**Run 1: layout detail**

Scale bar: 5 um. Window x 54 to 74, y 54 to 74 um. Cells in grey, sequential cells in the stronger grey; small squares are vias.
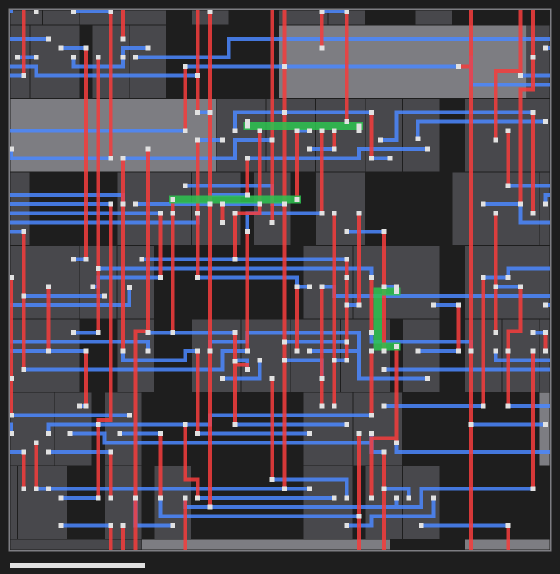
**Run 1: M1 wires**

Scale bar: 20 um.
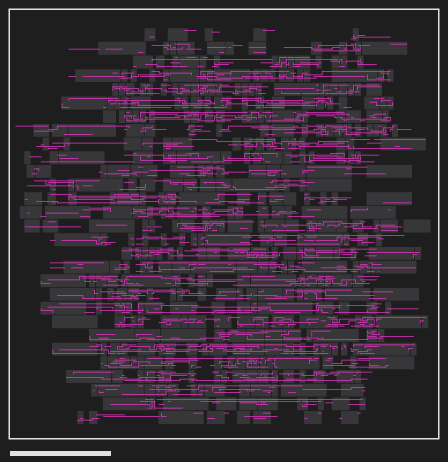
**Run 1: routed metal, one colour a layer**

Scale bar: 20 um. Only two layers are drawn.
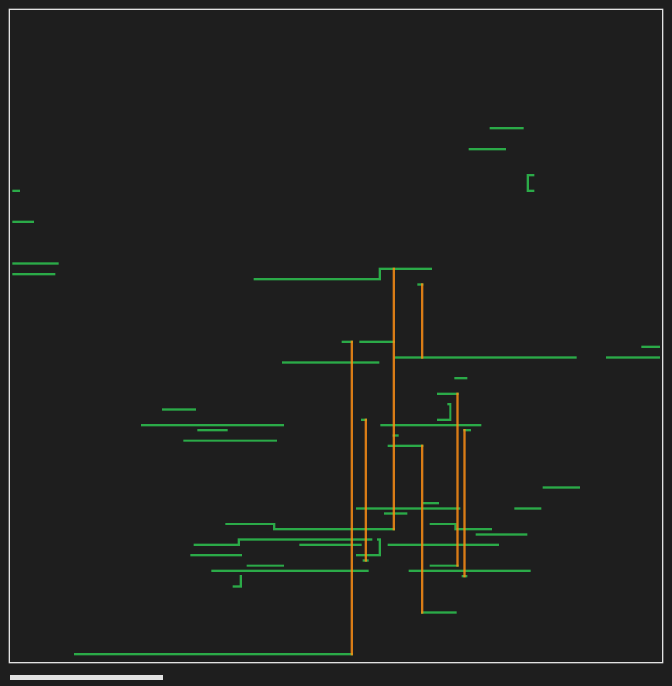
**Run 1: routed metal per tile**

17 x 17 tiles, from white (low) to dark blue (high), scaled to the fullest tile. Values are wire area over tile area, all layers added.
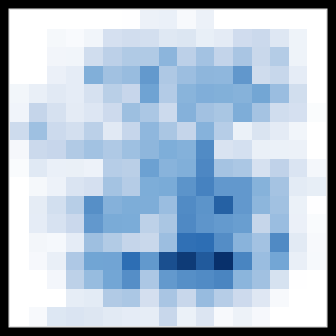
## src/rtl/memory_game_ctrl_pkg.sv

```systemverilog
// Shared definitions for the memory game controller.
// Contents: the code width, the default parameter values, the FSM state
// encoding and small helper functions.
package memory_game_ctrl_pkg;

    localparam int CODE_W = 4;

    localparam int DEF_MAX_LEN        = 8;
    localparam int DEF_SHOW_CYCLES    = 4;
    localparam int DEF_GAP_CYCLES     = 2;
    localparam int DEF_TIMEOUT_CYCLES = 64;

    typedef enum logic [2:0] {
        ST_IDLE     = 3'd0,
        ST_GEN      = 3'd1,
        ST_SHOW_ON  = 3'd2,
        ST_SHOW_GAP = 3'd3,
        ST_INPUT    = 3'd4,
        ST_WIN      = 3'd5,
        ST_FAIL     = 3'd6
    } state_e;

    // An all-zero code is the LFSR lock-up value, so it is stored as 1.
    function automatic logic [CODE_W-1:0] fix_code(input logic [CODE_W-1:0] raw);
        return (raw == '0) ? CODE_W'(1) : raw;
    endfunction

    function automatic int max3(input int a, input int b, input int c);
        int m;
        m = (a > b) ? a : b;
        return (m > c) ? m : c;
    endfunction

endpackage

```

## src/rtl/memory_game_ctrl_if.sv

```systemverilog
// Player/display bus of the memory game controller.
// Inputs to the controller: start, rnd_in, key_valid, key_code.
// Outputs from the controller: disp_valid, disp_code, expecting_input,
// level, busy, win, fail.
interface memory_game_ctrl_if;
    import memory_game_ctrl_pkg::*;

    logic              start;
    logic [CODE_W-1:0] rnd_in;
    logic              key_valid;
    logic [CODE_W-1:0] key_code;
    logic              disp_valid;
    logic [CODE_W-1:0] disp_code;
    logic              expecting_input;
    logic [3:0]        level;
    logic              busy;
    logic              win;
    logic              fail;

    modport master (
        output start, rnd_in, key_valid, key_code,
        input  disp_valid, disp_code, expecting_input, level, busy, win, fail
    );

    modport slave (
        input  start, rnd_in, key_valid, key_code,
        output disp_valid, disp_code, expecting_input, level, busy, win, fail
    );

endinterface

```

## src/rtl/memory_game_ctrl_seq_store.sv

```systemverilog
// Sequence register file: DEPTH entries of CODE_W bits, one synchronous
// write port, one asynchronous read port, synchronous clear-all.
// Ports: CLK, RST_N (async active-low), clr_i, we_i, waddr_i, wdata_i,
// raddr_i, rdata_o.
module seq_store
    import memory_game_ctrl_pkg::*;
#(
    parameter int DEPTH = DEF_MAX_LEN,
    parameter int AW    = $clog2(DEPTH)
) (
    input  logic              CLK,
    input  logic              RST_N,
    input  logic              clr_i,
    input  logic              we_i,
    input  logic [AW-1:0]     waddr_i,
    input  logic [CODE_W-1:0] wdata_i,
    input  logic [AW-1:0]     raddr_i,
    output logic [CODE_W-1:0] rdata_o
);

    logic [CODE_W-1:0] mem_q [DEPTH];

    always_ff @(posedge CLK or negedge RST_N) begin
        if (!RST_N) begin
            for (int i = 0; i < DEPTH; i++) mem_q[i] <= '0;
        end else if (clr_i) begin
            for (int i = 0; i < DEPTH; i++) mem_q[i] <= '0;
        end else if (we_i) begin
            mem_q[waddr_i] <= wdata_i;
        end
    end

    assign rdata_o = mem_q[raddr_i];

endmodule

```

## src/rtl/memory_game_ctrl.sv

```systemverilog
// Memory game controller: grows a random sequence one element per level,
// shows it, then checks the player's keys against it.
// Ports: CLK, RST_N (async active-low), bus (memory_game_ctrl_if.slave).
//
// state       | meaning
// ------------+-----------------------------------------------------
// IDLE        | no game since reset
// GEN         | append rnd_in to the sequence (one cycle)
// SHOW_ON     | present seq[idx] for SHOW_CYCLES cycles
// SHOW_GAP    | blank display for GAP_CYCLES cycles
// INPUT       | wait for the player's key for seq[idx], with timeout
// WIN         | full sequence repeated at MAX_LEN, waits for start
// FAIL        | wrong key or timeout, waits for start
module memory_game_ctrl
    import memory_game_ctrl_pkg::*;
#(
    parameter int MAX_LEN        = DEF_MAX_LEN,
    parameter int SHOW_CYCLES    = DEF_SHOW_CYCLES,
    parameter int GAP_CYCLES     = DEF_GAP_CYCLES,
    parameter int TIMEOUT_CYCLES = DEF_TIMEOUT_CYCLES
) (
    input  logic          CLK,
    input  logic          RST_N,
    memory_game_ctrl_if.slave bus
);

    localparam int LVL_W = $clog2(MAX_LEN + 1);
    localparam int AW    = $clog2(MAX_LEN);
    localparam int CNT_W = $clog2(max3(SHOW_CYCLES, GAP_CYCLES, TIMEOUT_CYCLES) + 1);

    // Down-counter loads: each phase ends on the cycle the counter reads 0.
    localparam logic [CNT_W-1:0] SHOW_LD = CNT_W'(SHOW_CYCLES - 1);
    localparam logic [CNT_W-1:0] GAP_LD  = CNT_W'(GAP_CYCLES - 1);
    localparam logic [CNT_W-1:0] TO_LD   = CNT_W'(TIMEOUT_CYCLES - 1);
    localparam logic [LVL_W-1:0] LVL_ONE = LVL_W'(1);
    localparam logic [LVL_W-1:0] LVL_MAX = LVL_W'(MAX_LEN);

    state_e            state_q, state_d;
    logic [LVL_W-1:0]  level_q, level_d;
    logic [LVL_W-1:0]  idx_q, idx_d;
    logic [CNT_W-1:0]  cnt_q, cnt_d;
    logic              seq_clr, seq_we;
    logic [CODE_W-1:0] seq_rd;
    logic              idle_like, last_elem;

    assign idle_like = (state_q == ST_IDLE) || (state_q == ST_WIN) || (state_q == ST_FAIL);
    assign last_elem = (idx_q == level_q - LVL_ONE);

    seq_store #(.DEPTH(MAX_LEN), .AW(AW)) u_seq_store (
        .CLK     (CLK),
        .RST_N   (RST_N),
        .clr_i   (seq_clr),
        .we_i    (seq_we),
        .waddr_i (AW'(level_q - LVL_ONE)),
        .wdata_i (fix_code(bus.rnd_in)),
        .raddr_i (AW'(idx_q)),
        .rdata_o (seq_rd)
    );

    always_comb begin
        state_d = state_q;
        level_d = level_q;
        idx_d   = idx_q;
        cnt_d   = cnt_q;
        seq_clr = 1'b0;
        seq_we  = 1'b0;
        case (state_q)
            ST_IDLE, ST_WIN, ST_FAIL: begin
                if (bus.start) begin
                    state_d = ST_GEN;
                    level_d = LVL_ONE;
                    idx_d   = '0;
                    cnt_d   = '0;
                    seq_clr = 1'b1;
                end
            end
            ST_GEN: begin
                seq_we  = 1'b1;
                idx_d   = '0;
                cnt_d   = SHOW_LD;
                state_d = ST_SHOW_ON;
            end
            ST_SHOW_ON: begin
                if (cnt_q == '0) begin
                    cnt_d   = GAP_LD;
                    state_d = ST_SHOW_GAP;
                end else begin
                    cnt_d = cnt_q - 1'b1;
                end
            end
            ST_SHOW_GAP: begin
                if (cnt_q != '0) begin
                    cnt_d = cnt_q - 1'b1;
                end else if (!last_elem) begin
                    idx_d   = idx_q + LVL_ONE;
                    cnt_d   = SHOW_LD;
                    state_d = ST_SHOW_ON;
                end else begin
                    idx_d   = '0;
                    cnt_d   = TO_LD;
                    state_d = ST_INPUT;
                end
            end
            ST_INPUT: begin
                // A key on the expiry cycle wins over the timeout.
                if (bus.key_valid) begin
                    if (bus.key_code != seq_rd) begin
                        state_d = ST_FAIL;
                    end else if (!last_elem) begin
                        idx_d = idx_q + LVL_ONE;
                        cnt_d = TO_LD;
                    end else if (level_q == LVL_MAX) begin
                        state_d = ST_WIN;
                    end else begin
                        level_d = level_q + LVL_ONE;
                        idx_d   = '0;
                        state_d = ST_GEN;
                    end
                end else if (cnt_q == '0) begin
                    state_d = ST_FAIL;
                end else begin
                    cnt_d = cnt_q - 1'b1;
                end
            end
            default: state_d = ST_IDLE;
        endcase
    end

    always_ff @(posedge CLK or negedge RST_N) begin
        if (!RST_N) begin
            state_q <= ST_IDLE;
            level_q <= '0;
            idx_q   <= '0;
            cnt_q   <= '0;
        end else begin
            state_q <= state_d;
            level_q <= level_d;
            idx_q   <= idx_d;
            cnt_q   <= cnt_d;
        end
    end

    assign bus.disp_valid      = (state_q == ST_SHOW_ON);
    assign bus.disp_code       = (state_q == ST_SHOW_ON) ? seq_rd : '0;
    assign bus.expecting_input = (state_q == ST_INPUT);
    assign bus.level           = 4'(level_q);
    assign bus.busy            = !idle_like;
    assign bus.win             = (state_q == ST_WIN);
    assign bus.fail            = (state_q == ST_FAIL);

endmodule

```

## src/flat_wrapper.sv

```systemverilog
// flat-port wrapper written by rule: the top's interface ports become plain ports
module memory_game_ctrl_flat import memory_game_ctrl_pkg::*;
#(
    parameter int MAX_LEN        = DEF_MAX_LEN,
    parameter int SHOW_CYCLES    = DEF_SHOW_CYCLES,
    parameter int GAP_CYCLES     = DEF_GAP_CYCLES,
    parameter int TIMEOUT_CYCLES = DEF_TIMEOUT_CYCLES
)
  (CLK, RST_N, bus_start, bus_rnd_in, bus_key_valid, bus_key_code, bus_disp_valid, bus_disp_code, bus_expecting_input, bus_level, bus_busy, bus_win, bus_fail);
  memory_game_ctrl_if bus_i ();
  input  logic CLK;
  input  logic RST_N;
  input wire logic [$bits(bus_i.start)-1:0] bus_start;
  input wire logic [$bits(bus_i.rnd_in)-1:0] bus_rnd_in;
  input wire logic [$bits(bus_i.key_valid)-1:0] bus_key_valid;
  input wire logic [$bits(bus_i.key_code)-1:0] bus_key_code;
  output wire logic [$bits(bus_i.disp_valid)-1:0] bus_disp_valid;
  output wire logic [$bits(bus_i.disp_code)-1:0] bus_disp_code;
  output wire logic [$bits(bus_i.expecting_input)-1:0] bus_expecting_input;
  output wire logic [$bits(bus_i.level)-1:0] bus_level;
  output wire logic [$bits(bus_i.busy)-1:0] bus_busy;
  output wire logic [$bits(bus_i.win)-1:0] bus_win;
  output wire logic [$bits(bus_i.fail)-1:0] bus_fail;
  assign bus_i.start = bus_start;
  assign bus_i.rnd_in = bus_rnd_in;
  assign bus_i.key_valid = bus_key_valid;
  assign bus_i.key_code = bus_key_code;
  assign bus_disp_valid = bus_i.disp_valid;
  assign bus_disp_code = bus_i.disp_code;
  assign bus_expecting_input = bus_i.expecting_input;
  assign bus_level = bus_i.level;
  assign bus_busy = bus_i.busy;
  assign bus_win = bus_i.win;
  assign bus_fail = bus_i.fail;
  memory_game_ctrl #(.MAX_LEN(MAX_LEN), .SHOW_CYCLES(SHOW_CYCLES), .GAP_CYCLES(GAP_CYCLES), .TIMEOUT_CYCLES(TIMEOUT_CYCLES)) u_core (.CLK(CLK), .RST_N(RST_N), .bus(bus_i));
endmodule
```

## config.mk

```make
export PLATFORM = sky130hd
export DESIGN_NAME = memory_game_ctrl_flat
export DESIGN_NICKNAME = d
export VERILOG_FILES = /design/src/rtl/memory_game_ctrl_pkg.sv /design/src/rtl/memory_game_ctrl_if.sv /design/src/rtl/memory_game_ctrl_seq_store.sv /design/src/rtl/memory_game_ctrl.sv /design/src/flat_wrapper.sv
export SDC_FILE = /design/constraint.sdc
export NUM_CORES = 1
export LEC_CHECK = 0
export ABC_AREA = 1
export CORE_MARGIN = 1
export CORE_UTILIZATION = 45
export CTS_CLUSTER_SIZE = 12
export DETAILED_ROUTE_END_ITERATION = 8
export GPL_TIMING_DRIVEN = 0
export PLACE_DENSITY = 0.68
export RECOVER_POWER = 100
export SYNTH_ARGS = -nofsm -noshare
export SYNTH_HDL_FRONTEND = slang
export SYNTH_SLANG_ARGS = --single-unit
```

## constraint.sdc

```tcl
create_clock -name CLK -period 2.3 [get_ports CLK]
set_input_delay 0.69 -clock CLK [delete_from_list [all_inputs] [get_ports CLK]]
set_output_delay 0.69 -clock CLK [all_outputs]
set_load 0.05 [all_outputs]
```

==> Implementation_results.wiki, run 1 <==
=== Physical design figures ===
{| class="wikitable"
! Metric !! Value
|-
| Run status || finished with violations
|-
| Violations in the final reports || setup timing
|-
| Clock transition at the registers of the reported paths || 100 ps
|-
| Synth Seq Share || 40.2%
|-
| Highest routed layer || met4
|-
| HPWL Detailed || about 5600 um
|-
| Flop2flop setup slack || ~90 ps
|-
| Cell type with the largest total area after synthesis || dfrtp_1
|-
| Final Power || 4.94 mW
|-
| Layout buffering overhead excluding clock cells || between 10% and 20%
|-
| XOR-XNOR Cells, Area Fraction || under 10%
|-
| H-tree lvl count || 2
|-
| Adder-cell share of the synthesized area || 2.41%
|-
| Met2 track demand over resource || 37.3%
|-
| YS chip area || 3110 um^2
|-
| # resized after CTS || 54
|-
| Seq cells post-synth || roughly 50
|-
| Max Buffers Root-to-Sink || 2
|-
| Area of the core || 6490 um^2
|-
| Flop count || 50
|-
| Number of nets produced by synthesis || about 440
|-
| Internal Power || 2.52 mW
|-
| Net Switching || around 2.4 mW
|-
| Dominant kind of cell || multi-input combinational cells
|-
| Number of CTS-inserted buffers || 5
|-
| Setup repair after global routing missed its margin || yes
|-
| Global-route wire length before repair || roughly 13000 um
|-
| Top non-seq family || simple AND/OR/NAND/NOR gates
|-
| Peak clock frequency supported by timing || 0.427 GHz
|-
| Max-cap violation count || 0
|-
| Initial Util || a little under half
|-
| Number of buffers inserted by hold repair at cts || 0
|-
| Data arrival at the endpoint of the critical path || 1650 ps
|-
| Routing usage on met3 || 4.28%
|-
| Register containing the most flip-flops in the final layout || u_core.u_seq_store.mem_q
|-
| I/O pin count || 25
|-
| Yosys top cell area share || 40.2%
|-
| Initial antenna violation count || 0
|-
| Most popular library cell in the synthesized design by count || nand2_1
|-
| Port buffer count || 24
|-
| Overflow left after global routing || 0
|-
| Type of the worst min-delay path || in -> async
|-
| Instance area after placement || 3480 um^2
|-
| Sequential share of cell area || 32.2%
|-
| TritonCTS clock tree || yes
|-
| DRT antenna net count || 0
|-
| Final critical delay including setup and external delays || roughly 2300 ps
|-
| Ratio of routed vias to standard cells || 5.41
|-
| Most frequent cells after synthesis || nand2_1 (114), dfrtp_1 (50), inv_1 (50)
|-
| Utilization after layout || between 50% and 60%
|-
| Buffer count excluding the clock tree in the final layout || 49
|-
| Via count of the first global-routing pass || ~2800
|-
| Count of buffers added by post-CTS timing repair for setup || 8
|-
| Relative area of clock buffers and inverters in the final design || 3.02%
|-
| WL met3 || between 300 and 400 um
|-
| Critical path launch point || u_core.idx_q[0]
|-
| Master cell of the clock root buffer || clkbuf_8
|-
| Share of total power consumed by net switching || 49.0%
|-
| Buffering stage count on the worst path with inverters included || 3
|-
| Smallest setup slack after layout || -39.5 ps
|-
| Max stage delay cell, worst path || dfrtp_1
|-
| Unique cell types || 36
|-
| Cells along the critical path || buf_6 > buf_8 > nand2_2 > nand3_2 > nand3_2 > nand2_2 > nor2_4 > buf_8
|-
| Combinational gate count || 296
|-
| Final number of hold-violating endpoints || 0
|-
| Leading power group || combinational logic
|-
| TNS Setup || -81.8 ps
|-
| Power dissipated in combinational cells || around 3 mW
|-
| Dpl cells || approximately 520
|-
| Global Route Usage Sum || 23.4%
|-
| Commonest Layout Cell || nand2_1
|-
| Clock tree sinks || about 50
|-
| Max-slew violation count || 0
|-
| Capture point of the worst reg-to-reg path || u_core.bus.level[1]
|-
| Overall chip area || 7250 um^2
|-
| Met2 routed WL || 3710 um
|-
| Starting DRT DRC Count || between 150 and 200
|-
| Top flop regs || u_core.u_seq_store.mem_q x32, u_core.cnt_q x7
|-
| Filler cells || 592
|-
| Endpoint required time on the critical path || 1610 ps
|-
| Asr flop ratio synth || 100%
|-
| Pleak || between 1.5 and 2 nW
|-
| Area fraction in and, or, nand and nor cells after synthesis || between 30% and 40%
|-
| Rel. slew slack || 41.9%
|-
| Synth mux share || 0%
|-
| Worst reg2reg path depth || 16
|-
| Area taken by multi-input logic gates || 1760 um^2
|-
| Endpoint type of the worst setup path || primary output
|-
| Total number of placement rows || 29
|-
| Maximum vdd drop || 0.524 mV
|-
| Logic gate share of total power || 60.8%
|-
| Via count || 2955
|-
| Aoi share || 13.0%
|-
| Clock latency of the later-clocked register in the worst-skew pair || between 300 and 400 ps
|-
| Register area || 1250 um^2
|-
| Startpoint types || flip-flop
|-
| Share of the final layout cell area in multi-input gates || 45.1%
|-
| Worst Hold Margin || around 450 ps
|-
| Die height || between 80 and 90 um
|-
| Netlist area before placement || 3110 um^2
|-
| Diode count || 0
|-
| Fraction of met1 tracks used by global routing || around 33%
|-
| Cell count in the Yosys report || 418
|-
| Critical path depth || 8
|-
| Power per cell area || 1270 nW/um^2
|-
| Maximum number of pins on one net before global-route repair || 34
|-
| Nonclk inv count || 66
|-
| Area added between synthesis and finish || 25.2%
|-
| Highest net fanout along the worst path || 8
|-
| Worst setup path end || bus_disp_code[3]
|-
| Number of well taps || 77
|-
| Dominant cells by area after synthesis || dfrtp_1 (40%), nand2_1 (14%), nand3_1 (6.9%)
|-
| Floorplan die width || 85.1 um
|-
| Ratio of cells with drive above 1 in the final layout || roughly a quarter
|-
| Final weighted congestion in routability-driven placement || 0.869
|-
| Sequential share of power || 25.8%
|-
| Final setup violating endpoints || 3
|-
| Total clock network power || 0.658 mW
|-
| Largest stage delay on the critical path || 430 ps
|-
| Total non-filler cell area in the finished layout || 3890 um^2
|-
| Number of optimization iterations in the first detailed-route pass || 5
|-
| Number of nets in the layout || 486
|-
| Classification of the worst setup path || reg -> out
|-
| EDFF count, synth || 0
|-
| Crit-path leading delay family || simple AND/OR/NAND/NOR gates
|-
| Reported sequential group power || approximately 1.3 mW
|-
| Routed metal-1 wire length || 3790 um
|-
| Most common reg cell || dfrtp_1
|-
| Syn_area_per_cell || 7.44 um^2
|-
| Layer with the highest usage after global routing || met2
|-
| Startpoint of the worst register-to-register path || u_core.idx_q[0]
|-
| Number of DRC violations after detailed routing || 0
|}
## Picture notes: 'layout detail'
- blue: metal 1
- red: metal 2
- green: metal 3
- cells with their middle in the window: 44
- sequential cells in the window: 2
- most frequent: nand2_1 (9), inv_1 (8), o21ai_0 (7)
- netlist names of flops here include: u_core.cnt_q (2)

## Picture notes: 'M1 wires'
- longest straight run: 40.9 um
- wire length on this layer: 3790 um
- share of all routed wire: 47%
- main direction: horizontal
- nets with wire on the layer: 458

## Picture notes: 'routed metal, one colour a layer'
- green: metal 3 (wire length 374 um)
- orange: metal 4 (wire length 166 um)

## Picture notes: 'routed metal per tile'
- nearly empty tiles: 15%
- mean over tiles: 0.18
- tiles over half the peak: 14%
- emptiest ninth of the die: north-west
- fullest tile: 0.68

**Run 1: routing congestion map**

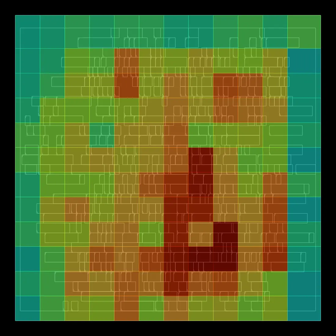

## Run 2: what changed since run 1
GPL_TIMING_DRIVEN = default   (was 0)
SYNTH_HIERARCHICAL = 1   (was default)
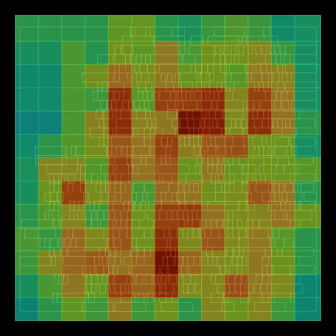
**Above:** run 2 (routing congestion map).
layer with the highest usage after global routing: met2
Global Route Usage Sum: 22.1%
utilization after layout: 57.5%
routing usage on met3: 3.62%
fraction of met1 tracks used by global routing: 30.9%

==> run 2 against run 1 <==
Net effect:
- the flow still finishes with violations (setup timing)
- synthesized cell count increased by 28%
- clock power fell by 15%
- die area up 13%
- critical path type unchanged
- largest cell class unchanged
- largest power group unchanged
- highest routed layer unchanged
==> Implementation_results.wiki, run 2 <==
=== Physical design figures ===
{| class="wikitable"
! Metric !! Value
|-
| Initial Util || 47.6% (-0.31 points)
|-
| Dominant cells by area after synthesis || dfrtp_1 (35%), nand2_1 (21%), nand3_1 (11%)
|-
| Net Switching || 2.45 mW (+1.3%)
|-
| Worst Hold Margin || 509 ps (+58.4 ps)
|-
| Endpoint type of the worst setup path || primary output
|-
| Most frequent cells after synthesis || nand2_1 (194), nand3_1 (77), inv_1 (74)
|-
| Highest routed layer || met4
|-
| Power per cell area || 1150 nW/um^2 (-9.2%)
|-
| Routed metal-1 wire length || 4200 um (+11%)
|-
| Sequential share of power || 26.3% (+0.5 points)
|-
| Area added between synthesis and finish || 20.8%
|-
| Worst reg2reg path depth || 13 (-3)
|-
| Number of buffers inserted by hold repair at cts || 0 (unchanged)
|-
| Cell count in the Yosys report || 536 (+28%)
|-
| Adder-cell share of the synthesized area || 2.13% (-0.28 points)
|-
| Top flop regs || u_core/u_seq_store/mem_q x32, u_core/cnt_q x7
|-
| Register containing the most flip-flops in the final layout || u_core/u_seq_store/mem_q
|-
| Syn_area_per_cell || 6.58 um^2 (-12%)
|-
| Met2 track demand over resource || 34.8% (-2.5 points)
|-
| Leading power group || combinational logic
|-
| Pleak || 2.29 nW (+20%)
|-
| Combinational gate count || 381 (+29%)
|-
| Area fraction in and, or, nand and nor cells after synthesis || 43.3% (+12 points)
|-
| H-tree lvl count || 2 (unchanged)
|-
| Register area || 1250 um^2 (-0.20%)
|-
| Relative area of clock buffers and inverters in the final design || 2.32% (-0.70 points)
|-
| Total clock network power || 0.559 mW (-15%)
|-
| Synth mux share || 0% (unchanged)
|-
| Starting DRT DRC Count || 219 (+18%)
|-
| Smallest setup slack after layout || -86.8 ps (-47.4 ps)
|-
| Ratio of cells with drive above 1 in the final layout || 19.1% (-6.3 points)
|-
| Startpoint types || flip-flop
|-
| Final number of hold-violating endpoints || 0 (unchanged)
|-
| Met2 routed WL || 4140 um (+12%)
|-
| Yosys warns || 6
|-
| Type of the worst min-delay path || reg -> reg
|-
| Run status || finished with violations
|-
| Violations in the final reports || setup timing
|-
| Max stage delay cell, worst path || dfrtp_2
|-
| DRT antenna net count || 0 (unchanged)
|-
| Cell type with the largest total area after synthesis || dfrtp_1
|-
| Final setup violating endpoints || 5 (+2)
|-
| Synth Seq Share || 35.5% (-4.7 points)
|-
| Buffer count excluding the clock tree in the final layout || 39 (-20%)
|-
| Netlist area before placement || 3520 um^2 (+13%)
|-
| WL met3 || 407 um (+9.1%)
|-
| Buffering stage count on the worst path with inverters included || 3 (unchanged)
|-
| HPWL Detailed || 6530 um (+16%)
|-
| Filler cells || 701 (+18%)
|-
| Internal Power || 2.45 mW (-2.8%)
|-
| Number of optimization iterations in the first detailed-route pass || 5 (unchanged)
|-
| Sequential share of cell area || 29.4% (-2.8 points)
|-
| Routed wire length || 8840 um
|-
| Nonclk inv count || 93 (+41%)
|-
| Final weighted congestion in routability-driven placement || 0.856 (-1.4%)
|-
| Logic gate share of total power || 62.3% (+1.5 points)
|-
| Final critical delay including setup and external delays || 2390 ps (+47.4 ps)
|-
| Largest stage delay on the critical path || 490 ps (+60 ps)
|-
| Critical path launch point || u_core/idx_q[0]
|-
| Flop count || 50 (unchanged)
|-
| Flop2flop setup slack || 110 ps (+20 ps)
|-
| Share of the final layout cell area in multi-input gates || 46.9% (+1.8 points)
|-
| Asr flop ratio synth || 100% (unchanged)
|-
| Floorplan die width || 90.5 um (+6.3%)
|-
| Commonest Layout Cell || nand2_1
|-
| Classification of the worst setup path || reg -> out
|-
| Reported sequential group power || 1.29 mW (about the same)
|-
| Max-cap violation count || 0 (unchanged)
|-
| Number of well taps || 99 (+29%)
|-
| Via count of the first global-routing pass || 3144 (+12%)
|-
| Worst setup path end || bus_disp_code[3]
|-
| Via count || 3443 (+17%)
|-
| Number of CTS-inserted buffers || 5 (unchanged)
|-
| Setup repair after global routing missed its margin || yes
|-
| Count of placed standard cells in the final layout, fillers left out || 670
|-
| Endpoint required time on the critical path || 1610 ps (about the same)
|-
| Layout buffering overhead excluding clock cells || 10.1% (-0.65 points)
|-
| Number of DRC violations after detailed routing || 0 (unchanged)
|-
| Overflow left after global routing || 0 (unchanged)
|-
| TNS Setup || -268 ps (-186 ps)
|-
| Diode count || 0 (unchanged)
|-
| Data arrival at the endpoint of the critical path || 1700 ps (+50 ps)
|-
| Port buffer count || 24 (unchanged)
|-
| Share of total power consumed by net switching || 50.0% (+1.0 points)
|-
| Seq cells post-synth || 50 (unchanged)
|-
| XOR-XNOR Cells, Area Fraction || 1.99% (-1.9 points)
|-
| Critical path depth || 9 (+1)
|-
| Instance area after placement || 4000 um^2 (+15%)
|-
| Number of nets produced by synthesis || 554 (+27%)
|-
| EDFF count, synth || 0 (unchanged)
|-
| TritonCTS clock tree || yes
|-
| Clock latency of the later-clocked register in the worst-skew pair || 310 ps (about the same)
|-
| Clock tree sinks || 50 (unchanged)
|-
| Total number of placement rows || 31 (+6.9%)
|-
| Capture point of the worst reg-to-reg path || u_core/bus.level[1]
|-
| Highest net fanout along the worst path || 8 (unchanged)
|-
| Cells along the critical path || clkbuf_16 > nand2_4 > nand3_2 > nand2_1 > nand2_1 > nand2_2 > inv_2 > nor2_4 > buf_12
|-
| Aoi share || 4.86% (-8.1 points)
|-
| Most common reg cell || dfrtp_1
|-
| Number of nets in the layout || 588 (+21%)
|-
| YS chip area || 3520 um^2 (+13%)
|-
| Rel. slew slack || 14.0% (-28 points)
|-
| Die height || 90.5 um (+6.3%)
|-
| Top non-seq family || simple AND/OR/NAND/NOR gates
|-
| Max Buffers Root-to-Sink || 2 (unchanged)
|-
| # resized after CTS || 11 (-80%)
|-
| Final Power || 4.90 mW (-0.77%)
|-
| Power dissipated in combinational cells || 3.05 mW (+2%)
|-
| Max-slew violation count || 0 (unchanged)
|-
| Startpoint of the worst register-to-register path || u_core/bus.level[0]
|-
| Most popular library cell in the synthesized design by count || nand2_1
|-
| Area taken by multi-input logic gates || 2000 um^2 (+14%)
|-
| I/O pin count || 25 (unchanged)
|-
| Yosys top cell area share || 35.5% (-4.7 points)
|-
| Dpl cells || 657 (+26%)
|-
| Clock transition at the registers of the reported paths || 100 ps (about the same)
|-
| Global-route wire length before repair || 14600 um (+11%)
|}
## Run 3: what changed since run 2
CTS_CLUSTER_SIZE = 30   (was 12)
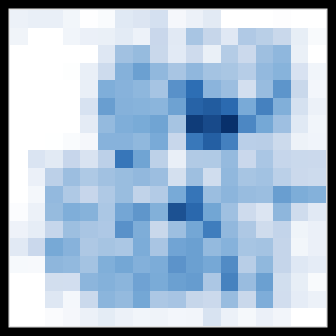
**Above:** run 3 (routed metal per tile).
18 x 18 tiles, from white (low) to dark blue (high), scaled to the fullest tile. Values are wire area over tile area, all layers added.
- emptiest ninth of the die: north-west
- nearly empty tiles: 14%
- densest ninth of the die: centre

==> run 3 against run 2 <==
Net effect:
- the run still ends with setup timing left
- design area unchanged
- critical path depth unchanged
- largest cell class unchanged
- critical endpoint unchanged
- clock skew unchanged
- utilization is the same
==> Implementation_results.wiki, run 3 <==
=== Physical design figures ===
{| class="wikitable"
! Metric !! Value
|-
| Clock latency of the later-clocked register in the worst-skew pair || 310 ps (about the same)
|-
| Max-slew violation count || 0 (unchanged)
|-
| Adder-cell share of the synthesized area || 2.13% (unchanged)
|-
| Routing usage on met3 || 3.62% (unchanged)
|-
| Total number of placement rows || 31 (unchanged)
|-
| Number of DRC violations after detailed routing || 0 (unchanged)
|-
| Max-cap violation count || 0 (unchanged)
|-
| Cells along the critical path || clkbuf_16 > nand2_4 > nand3_2 > nand2_1 > nand2_1 > nand2_2 > inv_2 > nor2_4 > buf_12
|-
| Final Power || 4.90 mW (unchanged)
|-
| Diode count || 0 (unchanged)
|-
| Nonclk inv count || 93 (unchanged)
|-
| Hold Path Sink || u_core/cnt_q[0]
|-
| Register containing the most flip-flops in the final layout || u_core/u_seq_store/mem_q
|-
| Netlist area before placement || 3520 um^2 (unchanged)
|-
| Layer with the highest usage after global routing || met2
|-
| Leading power group || combinational logic
|-
| Cell count in the Yosys report || 536 (unchanged)
|-
| Via count of the first global-routing pass || 3144 (unchanged)
|-
| Violations in the final reports || setup timing
|-
| Type of the worst min-delay path || reg -> reg
|-
| Relative area of clock buffers and inverters in the final design || 2.32% (unchanged)
|-
| Area fraction in and, or, nand and nor cells after synthesis || 43.3% (unchanged)
|-
| Synth Seq Share || 35.5% (unchanged)
|-
| Sequential share of cell area || 29.4% (unchanged)
|-
| Worst reg2reg path depth || 13 (unchanged)
|-
| Final critical delay including setup and external delays || 2390 ps (unchanged)
|-
| Highest net fanout along the worst path || 8 (unchanged)
|-
| Via count || 3443 (unchanged)
|-
| Rel. slew slack || 14.0% (unchanged)
|-
| Top non-seq family || simple AND/OR/NAND/NOR gates
|-
| Worst-case clock skew || 7.56 ps
|-
| H-tree lvl count || 2 (unchanged)
|-
| Synth mux share || 0% (unchanged)
|-
| Number of nets in the layout || 588 (unchanged)
|-
| Number of well taps || 99 (unchanged)
|-
| Max Buffers Root-to-Sink || 2 (unchanged)
|-
| Ratio of cells with drive above 1 in the final layout || 19.1% (unchanged)
|-
| TritonCTS clock tree || yes
|-
| Met2 track demand over resource || 34.8% (unchanged)
|-
| Routed length per instance || 13.2 um
|-
| Startpoint of the worst register-to-register path || u_core/bus.level[0]
|-
| Number of CTS-inserted buffers || 5 (unchanged)
|-
| Global-route wire length before repair || 14600 um (unchanged)
|-
| Final number of hold-violating endpoints || 0 (unchanged)
|-
| DRT antenna net count || 0 (unchanged)
|-
| Flop count || 50 (unchanged)
|-
| Area added between synthesis and finish || 20.8% (unchanged)
|-
| Floorplan die width || 90.5 um (unchanged)
|-
| Endpoint type of the worst setup path || primary output
|-
| Critical path launch point || u_core/idx_q[0]
|-
| Highest routed layer || met4
|-
| Critical path depth || 9 (unchanged)
|-
| Seq cells post-synth || 50 (unchanged)
|-
| Pleak || 2.29 nW (unchanged)
|-
| Register area || 1250 um^2 (unchanged)
|-
| Worst setup path end || bus_disp_code[3]
|-
| # resized after CTS || 11 (unchanged)
|-
| Yosys top cell area share || 35.5% (unchanged)
|-
| Total clock network power || 0.559 mW (about the same)
|-
| Aoi share || 4.86% (unchanged)
|-
| EDFF count, synth || 0 (unchanged)
|-
| Data arrival at the endpoint of the critical path || 1700 ps (about the same)
|-
| Startpoint types || flip-flop
|-
| I/O pin count || 25 (unchanged)
|-
| Power dissipated in combinational cells || 3.05 mW (about the same)
|-
| Commonest Layout Cell || nand2_1
|-
| Port buffer count || 24 (unchanged)
|-
| Worst Hold Margin || 509 ps (unchanged)
|-
| Area taken by multi-input logic gates || 2000 um^2 (unchanged)
|-
| Count of placed standard cells in the final layout, fillers left out || 670 (unchanged)
|-
| Endpoint required time on the critical path || 1610 ps (about the same)
|-
| Capture point of the worst reg-to-reg path || u_core/bus.level[1]
|-
| Most common reg cell || dfrtp_1
|-
| Clock transition at the registers of the reported paths || 100 ps (about the same)
|-
| Power per cell area || 1150 nW/um^2 (unchanged)
|-
| YS chip area || 3520 um^2 (unchanged)
|-
| Buffer count excluding the clock tree in the final layout || 39 (unchanged)
|-
| Sequential share of power || 26.3% (about the same)
|-
| XOR-XNOR Cells, Area Fraction || 1.99% (unchanged)
|-
| Buffering stage count on the worst path with inverters included || 3 (unchanged)
|-
| Number of buffers inserted by hold repair at cts || 0 (unchanged)
|-
| Filler cells || 701 (unchanged)
|-
| Largest stage delay on the critical path || 490 ps (about the same)
|-
| Final weighted congestion in routability-driven placement || 0.856 (unchanged)
|-
| Final setup violating endpoints || 5 (unchanged)
|-
| Most frequent cells after synthesis || nand2_1 (194), nand3_1 (77), inv_1 (74)
|-
| TNS Setup || -268 ps (unchanged)
|-
| Routed wire length || 8840 um (unchanged)
|-
| Logic gate share of total power || 62.3% (about the same)
|-
| Starting DRT DRC Count || 219 (unchanged)
|-
| Top flop regs || u_core/u_seq_store/mem_q x32, u_core/cnt_q x7
|-
| Flop2flop setup slack || 110 ps (about the same)
|-
| Number of optimization iterations in the first detailed-route pass || 5 (unchanged)
|-
| Smallest setup slack after layout || -86.8 ps (unchanged)
|-
| Global Route Usage Sum || 22.1% (unchanged)
|-
| Number of nets produced by synthesis || 554 (unchanged)
|-
| Yosys warns || 6 (unchanged)
|-
| Dominant cells by area after synthesis || dfrtp_1 (35%), nand2_1 (21%), nand3_1 (11%)
|-
| Utilization after layout || 57.5% (unchanged)
|-
| Setup repair after global routing missed its margin || yes
|-
| Max stage delay cell, worst path || dfrtp_2
|-
| Instance area after placement || 4000 um^2 (unchanged)
|-
| Dpl cells || 657 (unchanged)
|-
| Net Switching || 2.45 mW (unchanged)
|-
| Cell type with the largest total area after synthesis || dfrtp_1
|-
| WL met3 || 407 um (unchanged)
|-
| Die height || 90.5 um (unchanged)
|-
| Share of the final layout cell area in multi-input gates || 46.9% (unchanged)
|-
| Most popular library cell in the synthesized design by count || nand2_1
|-
| Classification of the worst setup path || reg -> out
|-
| Run status || finished with violations
|-
| Asr flop ratio synth || 100% (unchanged)
|-
| Met2 routed WL || 4140 um (unchanged)
|-
| Syn_area_per_cell || 6.58 um^2 (unchanged)
|-
| HPWL Detailed || 6530 um (unchanged)
|-
| Reported sequential group power || 1.29 mW (about the same)
|-
| Initial Util || 47.6% (unchanged)
|-
| Unique cell types || 33
|-
| Routed metal-1 wire length || 4200 um (unchanged)
|-
| Internal Power || 2.45 mW (unchanged)
|-
| Clock tree sinks || 50 (unchanged)
|}
Power and IR drop assume default switching activity.
